**src/rtl/inst_fetch_queue_if.sv**
```systemverilog
// Issue-side handshake of the fetch queue.
// master: fetch queue (drives head), slave: issue stage.
interface inst_fetch_queue_if;
  logic        iq_valid_o;
  logic        iq_ready_i;
  logic [31:0] iq_inst_o;
  logic [31:0] iq_pc_o;
  logic        iq_pred_taken_o;

  modport master (
    output iq_valid_o,
    input  iq_ready_i,
    output iq_inst_o,
    output iq_pc_o,
    output iq_pred_taken_o
  );

  modport slave (
    input  iq_valid_o,
    output iq_ready_i,
    input  iq_inst_o,
    input  iq_pc_o,
    input  iq_pred_taken_o
  );
endinterface

```
**src/rtl/inst_fetch_queue.sv**
```systemverilog
// Fetch stage: owns the PC, reads the instruction RAM and
// buffers {pc, inst, pred} entries for the issue stage.
// Ports: clk, rst (sync, active-high), pc_o/inst_i (RAM),
// flush_i/flush_pc_i (redirect), iq (head handshake),
// count_o (occupancy).
// Option: FETCH_JAL_PREDICT_EN enables JAL target prediction.
module inst_fetch_queue #(
  parameter int          DEPTH    = 4,
  parameter logic [31:0] RESET_PC = 32'h0000_0000
) (
  input  logic                     clk,
  input  logic                     rst,
  output logic [31:0]              pc_o,
  input  logic [31:0]              inst_i,
  input  logic                     flush_i,
  input  logic [31:0]              flush_pc_i,
  inst_fetch_queue_if.master       iq,
  output logic [$clog2(DEPTH):0]   count_o
);

  localparam int AW = $clog2(DEPTH);
  localparam logic [AW:0] CNT_FULL = (AW + 1)'(DEPTH);

  logic [31:0] pc_q;
  logic [AW-1:0] wr_q;
  logic [AW-1:0] rd_q;
  logic [AW:0]   cnt_q;
  logic [64:0]   mem [DEPTH];

  logic        full;
  logic        empty;
  logic        enq;
  logic        deq;
  logic [31:0] next_pc;
  logic        pred;
  logic [64:0] head;
  logic        unused_bits;

  assign full  = (cnt_q == CNT_FULL);
  assign empty = (cnt_q == '0);
  assign enq   = !flush_i && !full;
  assign deq   = !flush_i && iq.iq_ready_i && !empty;

  // Redirect targets are word aligned; the low bits are dropped.
  assign unused_bits = ^flush_pc_i[1:0];

  always_comb begin
    next_pc = pc_q + 32'd4;
    pred    = 1'b0;
`ifdef FETCH_JAL_PREDICT_EN
    if (inst_i[6:0] == 7'b1101111) begin
      next_pc = pc_q + {{11{inst_i[31]}}, inst_i[31],
                        inst_i[19:12], inst_i[20],
                        inst_i[30:21], 1'b0};
      pred    = 1'b1;
    end
`endif
  end

  always_ff @(posedge clk) begin
    if (rst) begin
      pc_q  <= RESET_PC;
      wr_q  <= '0;
      rd_q  <= '0;
      cnt_q <= '0;
    end else if (flush_i) begin
      pc_q  <= {flush_pc_i[31:2], 2'b00};
      wr_q  <= '0;
      rd_q  <= '0;
      cnt_q <= '0;
    end else begin
      if (enq) begin
        wr_q <= wr_q + 1'b1;
        pc_q <= next_pc;
      end
      if (deq) begin
        rd_q <= rd_q + 1'b1;
      end
      case ({enq, deq})
        2'b10:   cnt_q <= cnt_q + 1'b1;
        2'b01:   cnt_q <= cnt_q - 1'b1;
        default: cnt_q <= cnt_q;
      endcase
    end
  end

  // Storage needs no reset: the head is masked while empty.
  always_ff @(posedge clk) begin
    if (enq) begin
      mem[wr_q] <= {pc_q, inst_i, pred};
    end
  end

  assign head = empty ? '0 : mem[rd_q];

  assign pc_o               = pc_q;
  assign count_o            = cnt_q;
  assign iq.iq_valid_o      = !empty;
  assign iq.iq_pc_o         = head[64:33];
  assign iq.iq_inst_o       = head[32:1];
  assign iq.iq_pred_taken_o = head[0];

endmodule

```
**src/flat_wrapper.sv**
```systemverilog
// flat-port wrapper written by rule: the top's interface ports become plain ports
module inst_fetch_queue_flat 
#(
  parameter int          DEPTH    = 4,
  parameter logic [31:0] RESET_PC = 32'h0000_0000
)
  (clk, rst, pc_o, inst_i, flush_i, flush_pc_i, count_o, iq_iq_valid_o, iq_iq_ready_i, iq_iq_inst_o, iq_iq_pc_o, iq_iq_pred_taken_o);
  inst_fetch_queue_if iq_i ();
  input  logic clk;
  input  logic rst;
  output logic [31:0] pc_o;
  input  logic [31:0] inst_i;
  input  logic flush_i;
  input  logic [31:0] flush_pc_i;
  output logic [$clog2(DEPTH):0] count_o;
  output wire logic [$bits(iq_i.iq_valid_o)-1:0] iq_iq_valid_o;
  input wire logic [$bits(iq_i.iq_ready_i)-1:0] iq_iq_ready_i;
  output wire logic [$bits(iq_i.iq_inst_o)-1:0] iq_iq_inst_o;
  output wire logic [$bits(iq_i.iq_pc_o)-1:0] iq_iq_pc_o;
  output wire logic [$bits(iq_i.iq_pred_taken_o)-1:0] iq_iq_pred_taken_o;
  assign iq_iq_valid_o = iq_i.iq_valid_o;
  assign iq_i.iq_ready_i = iq_iq_ready_i;
  assign iq_iq_inst_o = iq_i.iq_inst_o;
  assign iq_iq_pc_o = iq_i.iq_pc_o;
  assign iq_iq_pred_taken_o = iq_i.iq_pred_taken_o;
  inst_fetch_queue #(.DEPTH(DEPTH), .RESET_PC(RESET_PC)) u_core (.clk(clk), .rst(rst), .pc_o(pc_o), .inst_i(inst_i), .flush_i(flush_i), .flush_pc_i(flush_pc_i), .iq(iq_i), .count_o(count_o));
endmodule
```
**config.mk**
```make
export PLATFORM = sky130hd
export DESIGN_NAME = inst_fetch_queue_flat
export DESIGN_NICKNAME = d
export VERILOG_FILES = /design/src/rtl/inst_fetch_queue_if.sv /design/src/rtl/inst_fetch_queue.sv /design/src/flat_wrapper.sv
export SDC_FILE = /design/constraint.sdc
export NUM_CORES = 1
export LEC_CHECK = 0
export CAP_MARGIN = 20
export CORE_UTILIZATION = 35
export DETAILED_ROUTE_END_ITERATION = 16
export HOLD_SLACK_MARGIN = 0.1
export SETUP_SLACK_MARGIN = 0.02
export SYNTH_ARGS = -nofsm -noshare
export SYNTH_HDL_FRONTEND = slang
export SYNTH_SLANG_ARGS = --single-unit
```
**constraint.sdc**
```tcl
create_clock -name clk -period 2.9 [get_ports clk]
set_input_delay 0.29 -clock clk [delete_from_list [all_inputs] [get_ports clk]]
set_output_delay 0.29 -clock clk [all_outputs]
set_load 0.1 [all_outputs]
```
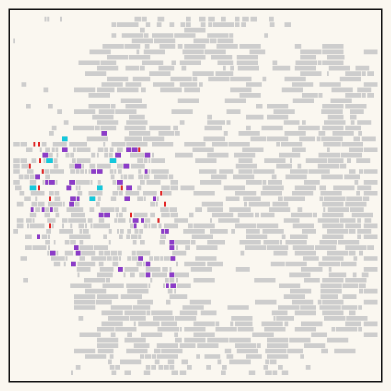
Figure 1: gate-type map.
Scale: 2 px per um.
inv cells: drawn in red, cells 14, where left middle. aoi and oai cells: drawn in purple, cells 49. non-inverting ao/oa cells: drawn in cyan, cells 6, where left middle.
most numerous logic cell after layout: edfxtp_1
combinational share of cell area: 21.7%
final cell count without fillers: 1,338

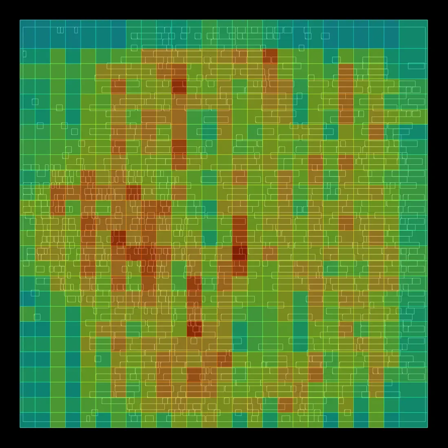
Figure 2: track usage over the die.
GRT busiest layer: met2
GR Util All Layers: 15.9%
met1 Use GR: 21.8%
Routed WL per cell: 20.3 um
grt met2 use: 26.5%

==> flow_metrics.py <==
# Generated from Yosys and OpenROAD reports
metrics = {
    "routing": {
        "wl_met2_mm": 13.3,
        "ant_nets": 0,
        "avgViaCountPerCell": 5.07,
        "topRoutingLayerUsed": "met4",
        "num_vias": 6788,
        "first_pass_iters": 5,
        "wl_met1_mm": 12.0,
        "wl_met3_mm": 1.54,
    },
    "pwr": {
        "swShare_pct": 25.6,
        "switching_power_mw": 2.52,
        "clk-power_mw": 3.85,
        "cellInternalPower_mw": 7.33,
        "top_power_group": "sequential cells",
        "combPwrFrac_pct": 12.7,
        "clkPwrFrac_pct": 39.1,
        "seq_power_mw": 4.75,
        "p_total_mw": 9.84,
        "power_frac_seq_pct": 48.2,
        "ir_drop_mv": 0.375,
    },
    "global_routing": {
        "grt_pass1_wl_mm": 41.1,
        "grt_pass1_vias": 6822,
        "gr-total-overflow": 0,
        "antenna_found_initial": 0,
    },
    "setup_path": {
        "start_kind": "register",
        "path_buffers": 2,
        "cp_max_fo": 19,
        "cp_cell_sequence": "buf_12 -> mux4_2 -> and2_2 -> buf_4",
        "r2r-start": "u_core.pc_o[3]",
        "crit_slowest_cell": "dfxtp_4",
        "r2r_cells": 4,
        "cpPeakStageDelay_ns": 0.66,
        "end_kind": "output port",
        "arrival_ns": 2.43,
        "crit_type": "reg2out",
        "required_ns": 2.61,
        "cpLargestDelayFamily": "flip-flops",
    },
    "finish": {
        "drive_above_1_share_pct": 29.6,
        "syn_to_final_growth_pct": 29.5,
        "diodes": 0,
        "post-route-util_pct": 46.4,
        "fin_area_mm2": 0.0153,
        "final_cell_mix": "edfxtp_1 (248), buf_4 (85), clkdlybuf4s50_1 (65)",
    },
    "synth": {
        "synth-edff-count": 248,
        "yosys_warnings": 0,
        "ys_async_sr_fraction_pct": 0,
        "synth_cells": 692,
        "numSynthFlops": 287,
        "synth_cell_types": 57,
        "postSynthSeqShare_pct": 69.8,
        "syn_area_mm2": 0.0118,
    },
    "final_timing": {
        "fin_crit_sh_pct": 93.7,
        "min_period_ns": 2.72,
        "hold_viol_final": 0,
        "fin_ws_ns": 0.182,
        "drv_slew": 0,
        "setup_viol": 0,
        "rsz0062_at_grt": "no",
        "max_freq_mhz": 368,
        "fin_tns_setup_ns": 0,
    },
    "floorplanning": {
        "die_width_um": 185,
        "initCoreUtil_pct": 35.8,
        "die_h_um": 185,
        "core_mm2": 0.0329,
        "rows": 66,
    },
    "worst_hold_path": {
        "hp-class": "in2reg",
        "hold_path_depth": 3,
    },
    "clock_network": {
        "worstSkewPairLatency_ns": 0.55,
        "ctsResizeCount": 0,
        "clk_pin_slew_ns": 0.06,
        "holdBufCountCts": 0,
        "root_buffer": "clkbuf_16",
        "cts_max_path_buffers": 3,
    },
    "run": {
        "warning_count": 32,
    },
    "placement": {
        "dp_hpwl_mm": 17.4,
        "pre_cts_ws_ns": 0.655,
    },
    "status": {
        "status": "finished clean",
    },
}
-- cell families after synthesis --
| logic type | synth area share, % |
|---|---|
| DFF | 69.8 |
| and+or+nand+nor | 10.3 |
| muxes | 11.9 |
| buffers and inverters | 2.50 |
| AOI/OAI and AO/OA | 3.55 |
| xor gates and xnor gates | 1.26 |
| adders and majority gates | 0.637 |
| other | 0.0318 |
-- Yosys cell counts, drive strengths merged, types with 2 or more instances --
| cell | number | area share [%] |
|---|---|---|
| o31a | 3 | 0.23 |
| or3 | 6 | 0.33 |
| inv | 14 | 0.45 |
| or2 | 2 | 0.11 |
| xnor2 | 12 | 0.89 |
| a221oi | 2 | 0.15 |
| a311oi | 10 | 0.74 |
| nor3 | 2 | 0.085 |
| buf | 15 | 0.89 |
| a2111oi | 6 | 0.46 |
| o31ai | 3 | 0.19 |
| and4 | 10 | 0.75 |
| xor2 | 5 | 0.37 |
| o21bai | 2 | 0.13 |
| edfxtp | 248 | 63 |
| a211oi | 12 | 0.76 |
| nand4 | 14 | 1.0 |
| nor2 | 32 | 1.0 |
| and3 | 11 | 0.58 |
| o21ai | 6 | 0.25 |
| a21oi | 6 | 0.25 |
| nor3b | 3 | 0.19 |
| nor2b | 2 | 0.11 |
| ha | 6 | 0.64 |
| dfxtp | 39 | 6.6 |
| and2 | 64 | 3.4 |
| nand3 | 13 | 0.59 |
| nand2 | 20 | 0.64 |
| or4 | 6 | 0.44 |
| nor4b | 5 | 0.37 |
| clkbuf | 30 | 1.0 |
| mux4 | 62 | 12 |
| nor4 | 11 | 0.58 |
-- layout make-up --
class	count	area, um2
Fill cell	2921	17600
Multi-Input combinational cell	348	3310
Clock inverter	23	218
Clock buffer	33	783
Timing Repair Buffer	191	2110
Sequential cell	287	8240
Inverter	14	52.6
Tap cell	442	553
Power and IR drop assume default switching activity.
